Run 1, signal wires on met1:
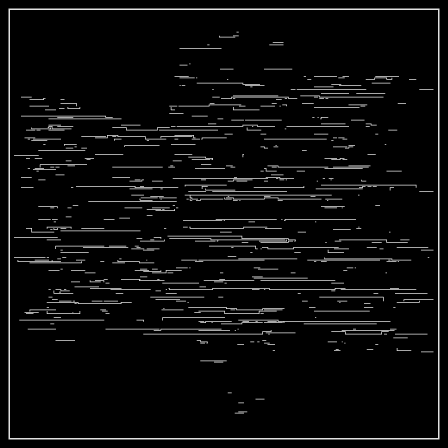
Run 1, met2 routing:
Bar = 20 um. Cells faint in the background.
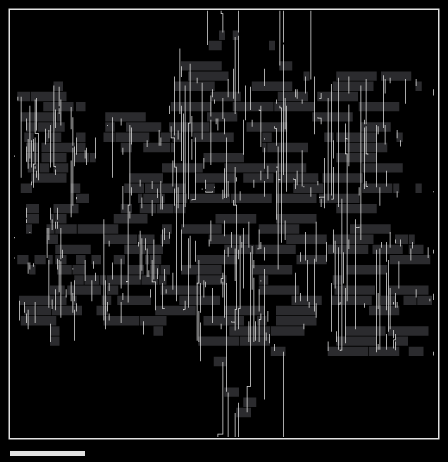
Run 1, M3 wires:
Bar = 20 um.
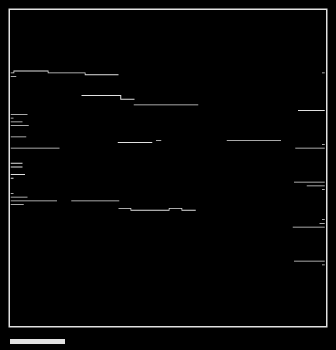
$ cat src/rtl/demux_1x2_buf_if.sv
// Handshake bundle for demux_1x2_buf.
//   in_*    : tagged input stream (valid/ready, data, destination select)
//   y0_*    : channel 0 output stream (valid/ready, data) plus occupancy
//   y1_*    : channel 1 output stream (valid/ready, data) plus occupancy
// Modports: master = the environment (producer and both consumers), slave = the demux.
interface demux_1x2_buf_if #(
    parameter int unsigned WIDTH = 8,
    parameter int unsigned DEPTH = 4
);
    localparam int unsigned CW = $clog2(DEPTH) + 1;

    logic             in_valid;
    logic             in_ready;
    logic [WIDTH-1:0] in_data;
    logic             in_sel;

    logic             y0_valid;
    logic             y0_ready;
    logic [WIDTH-1:0] y0_data;
    logic [CW-1:0]    y0_count;

    logic             y1_valid;
    logic             y1_ready;
    logic [WIDTH-1:0] y1_data;
    logic [CW-1:0]    y1_count;

    modport master (
        output in_valid, in_data, in_sel, y0_ready, y1_ready,
        input  in_ready, y0_valid, y0_data, y0_count, y1_valid, y1_data, y1_count
    );

    modport slave (
        input  in_valid, in_data, in_sel, y0_ready, y1_ready,
        output in_ready, y0_valid, y0_data, y0_count, y1_valid, y1_data, y1_count
    );
endinterface

$ cat src/rtl/demux_1x2_buf.sv
// Buffered 1-to-2 demultiplexer: steers each accepted input word into one of two
// per-channel show-ahead FIFOs, each drained through its own valid/ready handshake.
//   clk   : rising-edge clock
//   rst_n : asynchronous active-low reset; empties both FIFOs (storage not cleared)
//   bus   : demux_1x2_buf_if.slave (input stream, two output streams, occupancies)
module demux_1x2_buf #(
    parameter int unsigned WIDTH = 8,
    parameter int unsigned DEPTH = 4
) (
    input logic          clk,
    input logic          rst_n,
    demux_1x2_buf_if.slave bus
);
    localparam int unsigned PW = $clog2(DEPTH);
    localparam int unsigned CW = PW + 1;

    logic [CW-1:0]    cnt_q [2];
    logic [CW-1:0]    cnt_d [2];
    logic [PW-1:0]    wr_q  [2];
    logic [PW-1:0]    wr_d  [2];
    logic [PW-1:0]    rd_q  [2];
    logic [PW-1:0]    rd_d  [2];
    logic [WIDTH-1:0] mem   [2][DEPTH];

    logic [1:0] push;
    logic [1:0] pop;
    logic [1:0] full;
    logic [1:0] valid;
    logic [1:0] out_ready;
    logic       in_ready;

    always_comb begin
        push      = '0;
        pop       = '0;
        full      = '0;
        valid     = '0;
        out_ready = {bus.y1_ready, bus.y0_ready};
        for (int ch = 0; ch < 2; ch++) begin
            full[ch]  = (cnt_q[ch] == CW'(DEPTH));
            valid[ch] = (cnt_q[ch] != '0);
        end

        // Readiness follows the selected channel only; a full FIFO refuses even
        // when it is popping on the same edge, so in_ready stays off the pop path.
        in_ready = bus.in_sel ? !full[1] : !full[0];

        push[0] = bus.in_valid && in_ready && !bus.in_sel;
        push[1] = bus.in_valid && in_ready && bus.in_sel;

        for (int ch = 0; ch < 2; ch++) begin
            pop[ch]   = valid[ch] && out_ready[ch];
            wr_d[ch]  = push[ch] ? wr_q[ch] + PW'(1) : wr_q[ch];
            rd_d[ch]  = pop[ch]  ? rd_q[ch] + PW'(1) : rd_q[ch];
            cnt_d[ch] = cnt_q[ch];
            if (push[ch] && !pop[ch]) begin
                cnt_d[ch] = cnt_q[ch] + CW'(1);
            end else if (pop[ch] && !push[ch]) begin
                cnt_d[ch] = cnt_q[ch] - CW'(1);
            end
        end
    end

    always_ff @(posedge clk or negedge rst_n) begin
        if (!rst_n) begin
            for (int ch = 0; ch < 2; ch++) begin
                cnt_q[ch] <= '0;
                wr_q[ch]  <= '0;
                rd_q[ch]  <= '0;
            end
        end else begin
            for (int ch = 0; ch < 2; ch++) begin
                cnt_q[ch] <= cnt_d[ch];
                wr_q[ch]  <= wr_d[ch];
                rd_q[ch]  <= rd_d[ch];
            end
        end
    end

    // Storage is not reset; a slot is only exposed after it has been written.
    always_ff @(posedge clk) begin
        for (int ch = 0; ch < 2; ch++) begin
            if (push[ch]) begin
                mem[ch][wr_q[ch]] <= bus.in_data;
            end
        end
    end

    assign bus.in_ready = in_ready;
    assign bus.y0_valid = valid[0];
    assign bus.y0_data  = mem[0][rd_q[0]];
    assign bus.y0_count = cnt_q[0];
    assign bus.y1_valid = valid[1];
    assign bus.y1_data  = mem[1][rd_q[1]];
    assign bus.y1_count = cnt_q[1];
endmodule
$ cat src/flat_wrapper.sv
// flat-port wrapper written by rule: the top's interface ports become plain ports
module demux_1x2_buf_flat 
#(
    parameter int unsigned WIDTH = 8,
    parameter int unsigned DEPTH = 4
)
  (clk, rst_n, bus_in_valid, bus_in_data, bus_in_sel, bus_y0_ready, bus_y1_ready, bus_in_ready, bus_y0_valid, bus_y0_data, bus_y0_count, bus_y1_valid, bus_y1_data, bus_y1_count);
  demux_1x2_buf_if #(.WIDTH(WIDTH), .DEPTH(DEPTH)) bus_i ();
  input logic clk;
  input logic rst_n;
  input wire logic [$bits(bus_i.in_valid)-1:0] bus_in_valid;
  input wire logic [$bits(bus_i.in_data)-1:0] bus_in_data;
  input wire logic [$bits(bus_i.in_sel)-1:0] bus_in_sel;
  input wire logic [$bits(bus_i.y0_ready)-1:0] bus_y0_ready;
  input wire logic [$bits(bus_i.y1_ready)-1:0] bus_y1_ready;
  output wire logic [$bits(bus_i.in_ready)-1:0] bus_in_ready;
  output wire logic [$bits(bus_i.y0_valid)-1:0] bus_y0_valid;
  output wire logic [$bits(bus_i.y0_data)-1:0] bus_y0_data;
  output wire logic [$bits(bus_i.y0_count)-1:0] bus_y0_count;
  output wire logic [$bits(bus_i.y1_valid)-1:0] bus_y1_valid;
  output wire logic [$bits(bus_i.y1_data)-1:0] bus_y1_data;
  output wire logic [$bits(bus_i.y1_count)-1:0] bus_y1_count;
  assign bus_i.in_valid = bus_in_valid;
  assign bus_i.in_data = bus_in_data;
  assign bus_i.in_sel = bus_in_sel;
  assign bus_i.y0_ready = bus_y0_ready;
  assign bus_i.y1_ready = bus_y1_ready;
  assign bus_in_ready = bus_i.in_ready;
  assign bus_y0_valid = bus_i.y0_valid;
  assign bus_y0_data = bus_i.y0_data;
  assign bus_y0_count = bus_i.y0_count;
  assign bus_y1_valid = bus_i.y1_valid;
  assign bus_y1_data = bus_i.y1_data;
  assign bus_y1_count = bus_i.y1_count;
  demux_1x2_buf #(.WIDTH(WIDTH), .DEPTH(DEPTH)) u_core (.clk(clk), .rst_n(rst_n), .bus(bus_i));
endmodule
$ cat config.mk
export PLATFORM = sky130hd
export DESIGN_NAME = demux_1x2_buf_flat
export DESIGN_NICKNAME = d
export VERILOG_FILES = /design/src/rtl/demux_1x2_buf_if.sv /design/src/rtl/demux_1x2_buf.sv /design/src/flat_wrapper.sv
export SDC_FILE = /design/constraint.sdc
export NUM_CORES = 1
export LEC_CHECK = 0
export ABC_CLOCK_PERIOD_IN_PS = 2000
export CORE_UTILIZATION = 25
export CTS_BUF_LIST = sky130_fd_sc_hd__clkbuf_4
export CTS_CLUSTER_SIZE = 16
export DETAILED_ROUTE_END_ITERATION = 6
export GPL_TIMING_DRIVEN = 0
export HOLD_SLACK_MARGIN = 0.08
export PLACE_DENSITY = 0.49
export SETUP_SLACK_MARGIN = 0.1
export SLEW_MARGIN = 5
export SYNTH_ARGS = -nofsm -noshare
export SYNTH_HDL_FRONTEND = slang
export SYNTH_SLANG_ARGS = --single-unit
export TNS_END_PERCENT = 20
$ cat constraint.sdc
create_clock -name clk -period 2 [get_ports clk]
set_clock_uncertainty 0.2 [all_clocks]
set_input_delay 0.3 -clock clk [delete_from_list [all_inputs] [get_ports clk]]
set_output_delay 0.3 -clock clk [all_outputs]
set_load 0.02 [all_outputs]
==> results.txt, run 1 <==
aoi share = 0.716%
largest net degree at the start of global routing = 15
Multiplexer share = 13.0%
I/O Buffers = 38
flip-flops with a built-in enable = 64
Slowest-stage cell, CP = dfrtp_2
met2 wire len = 2.62 mm
Repair and plain buffers = 56
diode count = 0
Setup violations, final = 23
Startpoint Class = register
fp_density = 25.9%
Placed Area = 3810 um2
CP Capture Type = register
M1 wire length = 2.55 mm
initial antenna violation count = 0
met1 usage = 12.0%
starting DRC count in detailed routing = 54
Setup WS post-layout = -0.165 ns
H-tree levels = 3
failing checks = setup timing
Max Cap Viol = 0
nets = 244
Seq/total area = 56.0%
number of global-route vias before repair = 1582
Die Y = 114 um
Synth Area in Simple Gates = 4.21%
Seq. pwr = 2.34 mW
synth cell count leaders = 64 x edfxtp_1, 16 x mux4_2, 14 x dfrtp_1
Max VDD drop = 646 uV
CP delay by family, top = simple AND/OR/NAND/NOR gates
met3 wire len = 308 um
CP Buf/Inv Count = 1
clk_lat worst skew = 0.40 ns
fa+ha+maj area frac = 5.25%
crit path max fanout = 5
Worst-Margin Slew = 0.686 ns
total grt overflow = 0
Inverters = 6
combinational gate area = 912 um2
largest class = registers
CP Cell Sequence = or3_4 -> nand2_4 -> ha_4 -> inv_2 -> fa_2 -> xor2_1 -> nor2_1 -> xor2_1
number of cells on the critical path = 8
Power Dens Cells = 1390 nW/um2
count of tool warnings = 35
combinational share of cell area = 22.4%
Floorplan Nets = 181
GR met2 Demand/Resource = 14.1%
FP Rows = 40
CTS Sinks = 78
Max-area cell share = 61.1%
Syn. warnings = 0
ClkCell Share = 3.53%
Yosys reg bits = 78
outcome = complete, but fails checks
# IOs = 39
most common flop cell mapped by yosys = edfxtp_1
-- 'signal wires on met1' (at the start) --
wire length on this layer: 2550 um
longest straight run: 39.1 um
main direction: horizontal
nets with wire on the layer: 214
share of all routed wire: 46%
Post-Route WL: 5.53 mm
vias: 1541

-- 'met2 routing' (at the start) --
wire length on this layer: 2620 um
nets with wire on the layer: 217
share of all routed wire: 47%
longest straight run: 41.1 um
main direction: vertical

-- 'M3 wires' (at the start) --
share of all routed wire: 5.6%
nets with wire on the layer: 30
main direction: horizontal
wire length on this layer: 309 um
longest straight run: 23.0 um

[run 1: path summary, 6_finish.rpt]
check,end,slack [ns],from
max in group asynchronous,u_core.bus.y1_count[0],1.03,rst_n
worst min register to register,u_core.bus.y1_count[2],0.34,u_core.bus.y1_count[2]
worst max register to register,u_core.bus.y1_count[2],-0.16,u_core.bus.y1_count[0]
worst max-delay path,u_core.bus.y1_count[2],-0.16,u_core.bus.y1_count[0]
worst min-delay path,u_core.bus.y0_count[1],0.09,rst_n
min in group clk,u_core.bus.y1_count[2],0.34,u_core.bus.y1_count[2]
[run 1: sequential cells by signal (all words and copies together), names as in the netlist]
| register | flops |
|---|---|
| u_core.bus.y0_count | 3 |
| u_core.bus.y1_count | 3 |
| u_core.mem | 64 |
| u_core.rd_q | 4 |
| u_core.wr_q | 4 |
Run 1, routing congestion map:
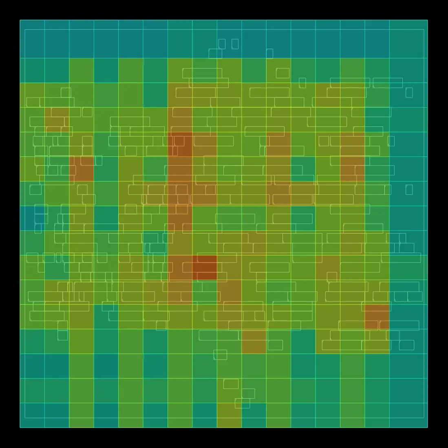

## Run 2: what changed since run 1
--- a/config.mk
+++ b/config.mk
@@ -13,8 +13,9 @@
 export GPL_TIMING_DRIVEN = 0
 export HOLD_SLACK_MARGIN = 0.08
 export PLACE_DENSITY = 0.49
+export REMOVE_ABC_BUFFERS = 1
 export SETUP_SLACK_MARGIN = 0.1
-export SLEW_MARGIN = 5
+export SLEW_MARGIN = 20
 export SYNTH_ARGS = -nofsm -noshare
 export SYNTH_HDL_FRONTEND = slang
 export SYNTH_SLANG_ARGS = --single-unit
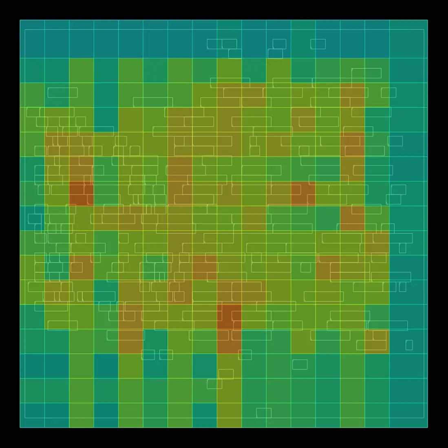
Run 2: routing congestion map
met3 GRT Util: 3.92%
met1 usage: 12.8%
GR met2 Demand/Resource: 15.9%

==> run 2 against run 1 <==
Compared with the run above:
- the run still ends with setup timing left
- register-to-register slack hardly changed
- core utilization up 0.70 points
- cell count is 0.26% higher
- first-iteration DRC count down 26%
- clock-buffer cell count did not move
- critical path depth fell by 5
- sequential power is essentially flat
- die size unchanged
- largest cell class unchanged
- largest power group is now combinational cells
==> results.txt, run 2 <==
Inverters = 6 (unchanged)
count of tool warnings = 33 (was 35)
Syn. warnings = 0 (unchanged)
Max VDD drop = 706 uV (was 646 uV)
reg-to-reg endpoint = u_core.bus.y1_count[2] (unchanged)
nets = 244 (unchanged)
Non-Filler Instances = 390 (was 389)
max FFs per register = 64 (unchanged)
Placed Area = 3720 um2 (was 3810 um2)
Setup WS post-layout = -0.177 ns (was -0.165 ns)
combinational share of cell area = 22.1% (was 22.4%)
number of global-route vias before repair = 1703 (was 1582)
total grt overflow = 0 (unchanged)
Yosys reg bits = 78 (unchanged)
Max-area cell share = 61.1% (unchanged)
failing checks = setup timing (unchanged)
most common flop cell mapped by yosys = edfxtp_1 (unchanged)
crit path kind = reg2out (was reg2reg)
CTS Sinks = 78 (unchanged)
CP Buf/Inv Count = 2 (was 1)
Die Y = 114 um (unchanged)
CP Cell Sequence = buf_12 -> mux4_2 -> buf_6 (was or3_4 -> nand2_4 -> ha_4 -> inv_2 -> fa_2 -> xor2_1 -> nor2_1 -> xor2_1)
flip-flops with a built-in enable = 64 (unchanged)
combinational share of power = 42.1% (was 41.3%)
synth cell count leaders = 64 x edfxtp_1, 16 x mux4_2, 14 x dfrtp_1 (unchanged)
flop2flop setup slack = -0.16 ns (about the same)
Setup violations, final = 21 (was 23)
Seq. pwr = 2.32 mW (was 2.34 mW)
Repair and plain buffers = 56 (unchanged)
diode count = 0 (unchanged)
outcome = complete, but fails checks (unchanged)
Post-Route WL = 5.86 mm (was 5.53 mm)
Hold Fails Final Rpt = 0 (unchanged)
H-tree levels = 3 (unchanged)
Power Dens Cells = 1440 nW/um2 (was 1390 nW/um2)
I/O Buffers = 38 (unchanged)
CP delay by family, top = flip-flops (was simple AND/OR/NAND/NOR gates)
fp_density = 25.9% (unchanged)
Critical R2R Launch = u_core.bus.y1_count[0] (unchanged)
Seq/total area = 55.0% (was 56.0%)
DP Worst Slack = -0.632 ns (was -0.536 ns)
# IOs = 39 (unchanged)
CTS resizes = 139 (was 92)
combinational gate area = 921 um2 (was 912 um2)
ClkCell Share = 4.30% (was 3.53%)
largest net degree at the start of global routing = 15 (unchanged)
Critical Path End = bus_y1_data[1] (was u_core.bus.y1_count[2])
Worst Setup SP = u_core.rd_q[0] (was u_core.bus.y1_count[0])
FP Rows = 40 (unchanged)
clk_lat worst skew = 0.40 ns (about the same)
fill count = 1184 (was 1183)
Startpoint Class = register (unchanged)
Worst-Margin Slew = 0.665 ns (was 0.686 ns)
CP Capture Type = output pin (was register)
run 2: cell count changes in the layout (fill, tap and decap cells not counted), sizes merged:
cell,change
clkinvlp,+1
bufinv,+1
clkbuf,-1
buf,+1
clkinv,-1
run 2: metal layers:
metal | track usage (%) | share of wire (%) | up-vias
met5 | 0 | 0 | -
li1 | - | - | 721
met4 | 2.60 | 1.0 | 0
met3 | 3.92 | 5.1 | 5
met1 | 12.8 | 46 | 804
met2 | 15.9 | 48 | 42
run 2: cell families after synthesis:
logic type / synth area share, %
AND-OR/OR-AND: 0.716
XOR/XNOR: 3.34
adder cells (fa/ha/maj): 5.25
buffers and inverters: 1.27
flip-flops: 72.2
multiplexers: 13.0
AND/OR/NAND/NOR: 4.21
Power figures rest on the tool's default switching activity, not on a simulated workload.
